<file path="config.mk">
export PLATFORM = sky130hd
export DESIGN_NAME = packet_scheduler
export DESIGN_NICKNAME = d
export VERILOG_FILES = /design/src/rtl/packet_scheduler.sv
export SDC_FILE = /design/constraint.sdc
export NUM_CORES = 1
export LEC_CHECK = 0
export CAP_MARGIN = 20
export CORE_ASPECT_RATIO = 1.5
export CORE_MARGIN = 5
export CORE_UTILIZATION = 50
export CTS_CLUSTER_SIZE = 25
export DETAILED_ROUTE_END_ITERATION = 16
export PLACE_DENSITY = 0.77
export SLEW_MARGIN = 20
export SYNTH_ARGS = -nofsm -noshare
export SYNTH_HDL_FRONTEND = slang
export SYNTH_SLANG_ARGS = --single-unit
</file>
<file path="constraint.sdc">
create_clock -name clk_pixel -period 2.2 [get_ports clk_pixel]
set_clock_uncertainty 0.15 [all_clocks]
set_input_delay 0.66 -clock clk_pixel [delete_from_list [all_inputs] [get_ports clk_pixel]]
set_output_delay 0.66 -clock clk_pixel [all_outputs]
set_load 0.005 [all_outputs]
</file>
<file path="src/rtl/packet_scheduler.sv">
// ---------------------------------------------------------------------------
// PacketScheduler: decides which HDMI data-island packet the transmitter sends
// next. Audio samples pre-empt InfoFrames when the sample buffer is filling
// up. Otherwise per-frame housekeeping packets (ACR, Audio InfoFrame, AVI
// InfoFrame) are sent in that order. Leftover slots drain audio, or carry a
// null packet when no audio is buffered.
//
// Ports:
//    clk_pixel                 pixel clock, all logic on its rising edge
//    reset                     asynchronous active-high reset
//    frame_start               one-cycle pulse at pixel (0,0)
//    packet_enable             one-cycle request for the next packet type
//    remaining[6:0]            audio samples buffered and ready
//    packet_type[7:0]          registered packet type granted to hdmi
//    audio_pop                 one-cycle pulse with each 0x02 grant
//    audio_packets_last_frame  0x02 grants in the previous frame (saturating)
//    starved                   sticky: full audio buffer passed over for a slot
// ---------------------------------------------------------------------------
module packet_scheduler #(
   parameter int unsigned AUDIO_URGENT_LEVEL = 7'd16,
   parameter int unsigned ACR_PERIOD_FRAMES  = 1,
   parameter int unsigned AVI_ENABLE         = 1
) (
   input  logic       clk_pixel,
   input  logic       reset,
   input  logic       frame_start,
   input  logic       packet_enable,
   input  logic [6:0] remaining,
   output logic [7:0] packet_type,
   output logic       audio_pop,
   output logic [7:0] audio_packets_last_frame,
   output logic       starved
);

   localparam logic [7:0] PKT_NULL  = 8'h00;
   localparam logic [7:0] PKT_ACR   = 8'h01;
   localparam logic [7:0] PKT_AUDIO = 8'h02;
   localparam logic [7:0] PKT_AVI   = 8'h82;
   localparam logic [7:0] PKT_AIF   = 8'h84;

   localparam logic [3:0] ACR_PERIOD = 4'(ACR_PERIOD_FRAMES);
   localparam logic       AVI_ON     = (AVI_ENABLE != 0);

   logic       acrPend_q, acrPend_d;
   logic       aifPend_q, aifPend_d;
   logic       aviPend_q, aviPend_d;
   logic [3:0] fcnt_q, fcnt_d;
   logic [7:0] audioCnt_q, audioCnt_d;
   logic [7:0] lastFrame_q, lastFrame_d;
   logic [7:0] packetType_q, packetType_d;
   logic       audioPop_q, audioPop_d;
   logic       starved_q, starved_d;

   logic [3:0] fcntInc;
   logic       acrHit;
   logic       acrEff, aifEff, aviEff;
   logic       urgent;
   logic [7:0] grantType;
   logic       grantAudio;

   // Flags seen by the arbiter already include a frame_start arriving in the
   // same cycle, so a grant can take a packet that was queued that very edge.
   // A granted flag is cleared on the grant edge. A flag that is still pending
   // when a new frame arrives simply stays set.
   always_comb begin
      fcntInc = fcnt_q + 4'd1;
      acrHit  = frame_start && (fcntInc == ACR_PERIOD);
      acrEff  = acrPend_q | acrHit;
      aifEff  = aifPend_q | frame_start;
      aviEff  = aviPend_q | (frame_start & AVI_ON);
      urgent  = 32'(remaining) >= AUDIO_URGENT_LEVEL;

      fcnt_d = fcnt_q;
      if (frame_start) begin
         fcnt_d = acrHit ? 4'd0 : fcntInc;
      end

      grantType  = PKT_NULL;
      grantAudio = 1'b0;
      if (urgent) begin
         grantType  = PKT_AUDIO;
         grantAudio = 1'b1;
      end else if (acrEff) begin
         grantType = PKT_ACR;
      end else if (aifEff) begin
         grantType = PKT_AIF;
      end else if (aviEff) begin
         grantType = PKT_AVI;
      end else if (remaining != 7'd0) begin
         grantType  = PKT_AUDIO;
         grantAudio = 1'b1;
      end

      acrPend_d    = acrEff;
      aifPend_d    = aifEff;
      aviPend_d    = aviEff;
      packetType_d = packetType_q;
      audioPop_d   = 1'b0;
      starved_d    = starved_q;
      if (packet_enable) begin
         packetType_d = grantType;
         audioPop_d   = grantAudio;
         if (grantType == PKT_ACR) acrPend_d = 1'b0;
         if (grantType == PKT_AIF) aifPend_d = 1'b0;
         if (grantType == PKT_AVI) aviPend_d = 1'b0;
         if (remaining == 7'h7f && !grantAudio) starved_d = 1'b1;
      end

      // A 0x02 grant in the frame_start cycle is counted towards the new frame.
      lastFrame_d = frame_start ? audioCnt_q : lastFrame_q;
      audioCnt_d  = frame_start ? 8'd0 : audioCnt_q;
      if (packet_enable && grantAudio && audioCnt_d != 8'hff) begin
         audioCnt_d = audioCnt_d + 8'd1;
      end
   end

   // State register. Reset throws away any queued packets immediately.
   always_ff @(posedge clk_pixel or posedge reset) begin
      if (reset) begin
         acrPend_q    <= 1'b0;
         aifPend_q    <= 1'b0;
         aviPend_q    <= 1'b0;
         fcnt_q       <= 4'd0;
         audioCnt_q   <= 8'd0;
         lastFrame_q  <= 8'd0;
         packetType_q <= PKT_NULL;
         audioPop_q   <= 1'b0;
         starved_q    <= 1'b0;
      end else begin
         acrPend_q    <= acrPend_d;
         aifPend_q    <= aifPend_d;
         aviPend_q    <= aviPend_d;
         fcnt_q       <= fcnt_d;
         audioCnt_q   <= audioCnt_d;
         lastFrame_q  <= lastFrame_d;
         packetType_q <= packetType_d;
         audioPop_q   <= audioPop_d;
         starved_q    <= starved_d;
      end
   end

   assign packet_type              = packetType_q;
   assign audio_pop                = audioPop_q;
   assign audio_packets_last_frame = lastFrame_q;
   assign starved                  = starved_q;

endmodule

</file>
==> run notes <==
The run has ended; figures from its reports follow.

Per the OpenROAD power report, leakage power amounts to 0.9127 nW. The routed wire length per instance came out at 15.29 um. The largest cell class by area is registers.

In the finished layout, the clock tree contains a buffer count of 6. The count of cells along the worst register-to-register path is 6. The last weighted congestion value of the routability-driven placer came out at 0.8283.

The worst hold slack after final layout is 0.2260 ns. Counting distinct cell types in the post-synthesis netlist gives 38. The multiplexer share of the synthesized area came out at 9.315%. The height of the die came out at 75.36 um. The arrival time at the worst endpoint came out at 2.16 ns.

STA lists the startpoint of the worst hold path as starved$_DFFE_PP0P_. The per-instance average area after synthesis came out at 11.39 sq um. The chip width is 53.57 um.

Counting stages on the worst path, the most repeated cell is sky130_fd_sc_hd__buf_4. The total of warnings raised by yosys is 0. The element type at the critical path end is a register. Summed over all routing layers, the global router reports a total usage of 19.67%.

The worst path buffer plus inverter count is 3. The H-tree depth came out at 2. The antenna violation net count after detailed routing came out at 0.

The area taken by sequential standard cells is reported as 725.7 sq um. The number of pins exceeding their max-slew limit in the final report came out at 0. The count of routing violations after the opening detailed-route iteration came out at 23.

The worst-case reg-to-reg setup slack stands at 0.33 ns. The summed area of non-filler cells in the final layout came out at 0.001959 sq mm. The clock latency reported for the late side of the worst-skew pair came out at 0.28 ns.

The post-synthesis sequential area ratio is 50.97%. The worst VDD IR drop from the latest analysis is 0.5495 mV. The most instantiated library cell after synthesis is sky130_fd_sc_hd__dfrtp_1. The post-layout net count came out at 184.

The standard cell area after detailed placement came out at 0.001793 sq mm. The flow ran to the end, and the final reports show no timing, DRC or antenna violations. The max-cap violation count came out at 0. The clock-pin transition on the worst setup and hold timing paths is 0.06 ns. The area figure in the yosys stat output is 0.001424 sq mm. Looking at the cell usage after synthesis, the top flip-flop cell is sky130_fd_sc_hd__dfrtp_1. The routed design shows a via density per instance of 5.284.

After routing, the total negative slack on setup checks comes to 0 ns. Dividing the final minimum period by the clock period gives 96.18%. Of the total standard cell area in the layout, the multi-input combinational portion is 35.06%. The count of non-CTS buffers in the layout is 44.

The total of flip-flops plus latches after synthesis is 29. The number of antenna violations at the first check in global routing came out at 0. The cell count listed in synth_stat.txt came out at 125. The first global-routing pass estimated 5547 um of wire. Setup repair after global routing left no endpoint under its margin. The cell with the largest stage delay on the worst path is sky130_fd_sc_hd__clkdlybuf4s50_1. The number of cells on the worst hold path is listed as 0. The clock buffer count from CTS is 5. The smallest clock period supported by the final layout is computed as 2.116 ns. The number of diodes is 0. The library cell used most frequently in the layout, excluding fill and tap cells, is sky130_fd_sc_hd__dfrtp_1.

The count of unresolved DRC violations after routing is 0. After synthesis, the most frequently instantiated cells are sky130_fd_sc_hd__dfrtp_1, sky130_fd_sc_hd__mux2_2, sky130_fd_sc_hd__nand4_1. After technology mapping, the gate count stands at 125. For hold timing, the worst endpoint is starved$_DFFE_PP0P_. The maximum root-to-sink buffer count came out at 2. The number of iterations in the first detailed-routing pass came out at 4.

The synthesis-to-finish area growth came out at 37.61%. The detailed router placed 1099 vias in this run. The multi-input combinational cells in the finished layout cover a total of 686.9 sq um. TritonCTS built the clock tree. The number of logic gates is 85. Ranking logic cells in the layout by count gives the top entries sky130_fd_sc_hd__dfrtp_1, sky130_fd_sc_hd__clkdlybuf4s50_1, sky130_fd_sc_hd__buf_4.

The number of post-CTS setup repair buffers came out at 3. The number of well taps is 37. Among cell families on the critical path, the largest total delay comes from buffers and inverters.

Recorded from the global router log, the overflow total was 0. The share of cells above drive strength 1 is 26.32%. The share of cell area taken by flip-flops and latches came out at 37.04%.

The critical path's largest stage delay is 0.45 ns. The cell type with the highest aggregate area in the netlist is sky130_fd_sc_hd__dfrtp_1. The relative area of non-clock buffer cells in the final design came out at 20.37%. The detailed placer's ending HPWL came out at 2312 um. The area of the die is 0.004037 sq mm.

Yosys reports that the leading cell type by area covers 50.97% of the netlist area. The number of warnings the tools reported is 27. Among the non-sequential cells, simple AND/OR/NAND/NOR gates take the most area.

The report puts the hold buffer count at CTS at 0. The kind of launch point of the worst setup path is a primary input.
## kinds of logic after synthesis
family                   count (synthesis)
AND-OR/OR-AND                           14
buffers and inverters                   14
other                                    1
AND/OR/NAND/NOR                         45
flip-flops                              29
adder cells (fa/ha/maj)                  3
multiplexers                            12
XOR/XNOR                                 7
## flip-flops by register name, summed over array words and instances, names as in the netlist
signal,cells
starved,1
audioCnt_q,8
acrPend_q,1
fcnt_q,4
audio_pop,1
aifPend_q,1
aviPend_q,1
packet_type,4
audio_packets_last_frame,8
## power breakdown
part           switching [W]  internal, W
Combinational       0.000142     0.000159
Clock               0.000190     0.000218
Sequential         0.0000818     0.000602
## routing by layer
metal | part of all wire, % | wire (um) | vias to the layer above | GRT usage, %
met2 | 56 | 1767 | 27 | 33.70
met5 | 0 | 0 | - | 0
li1 | - | - | 523 | -
met4 | 3.5 | 111 | 0 | 13.07
met1 | 37 | 1184 | 538 | 20.72
met3 | 3.7 | 117 | 11 | 5.284
## how the worst max path moves through the flow
stage | start | end | slack [ns] | cells past startpoint
CTS | remaining[1] | audioCnt_q[4]$_DFF_PP0_ | 0.02 | 5
global route | remaining[2] | audioCnt_q[6]$_DFF_PP0_ | 0.02 | 7
global placement | frame_start | audioCnt_q[4]$_DFF_PP0_ | -0.39 | 8
detailed placement | frame_start | audioCnt_q[4]$_DFF_PP0_ | -0.46 | 8
floorplan | frame_start | audioCnt_q[4]$_DFF_PP0_ | 0.007 | 7
finish | remaining[2] | audioCnt_q[6]$_DFF_PP0_ | 0.08 | 7
## stage by stage
step                      util, %  setup WS (ns)  std cells
after detailed placement    66.28        -0.4573        194
final                       72.43        0.08409        208
after global placement      66.28        -0.3881        194
after global routing        72.43        0.01896        208
after CTS                   71.09        0.01548        205
after floorplan                 -       0.007467        128
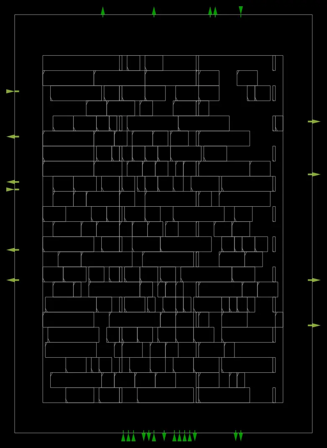
*Placed standard cells*
flip-flops: 29
number of placement rows: 23

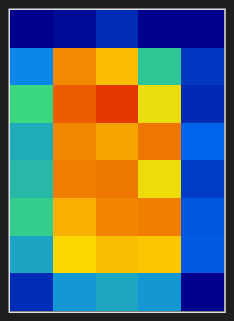
*Placement density heat map*
(4 px per um) The die is cut into 5 by 8 equal tiles; dark blue is low, red is high, 0 to 100% covered.
The emptiest ninth of the die: upper right. 10% of the tiles are nearly empty. 38% of the tiles are over 75% full.

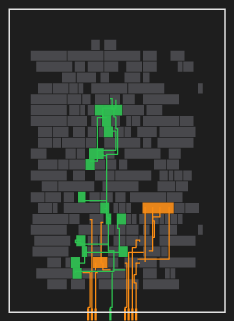
*I/O nets highlighted*
(4 px per um)
`remaining`: in orange, direction input, edge bottom, end cells 2, buffers 7, wire 181 um. `packet_enable`: in green, direction input, edge bottom, end cells 16, buffers 3, wire 147 um.

Power is estimated from default activity; no workload was simulated.
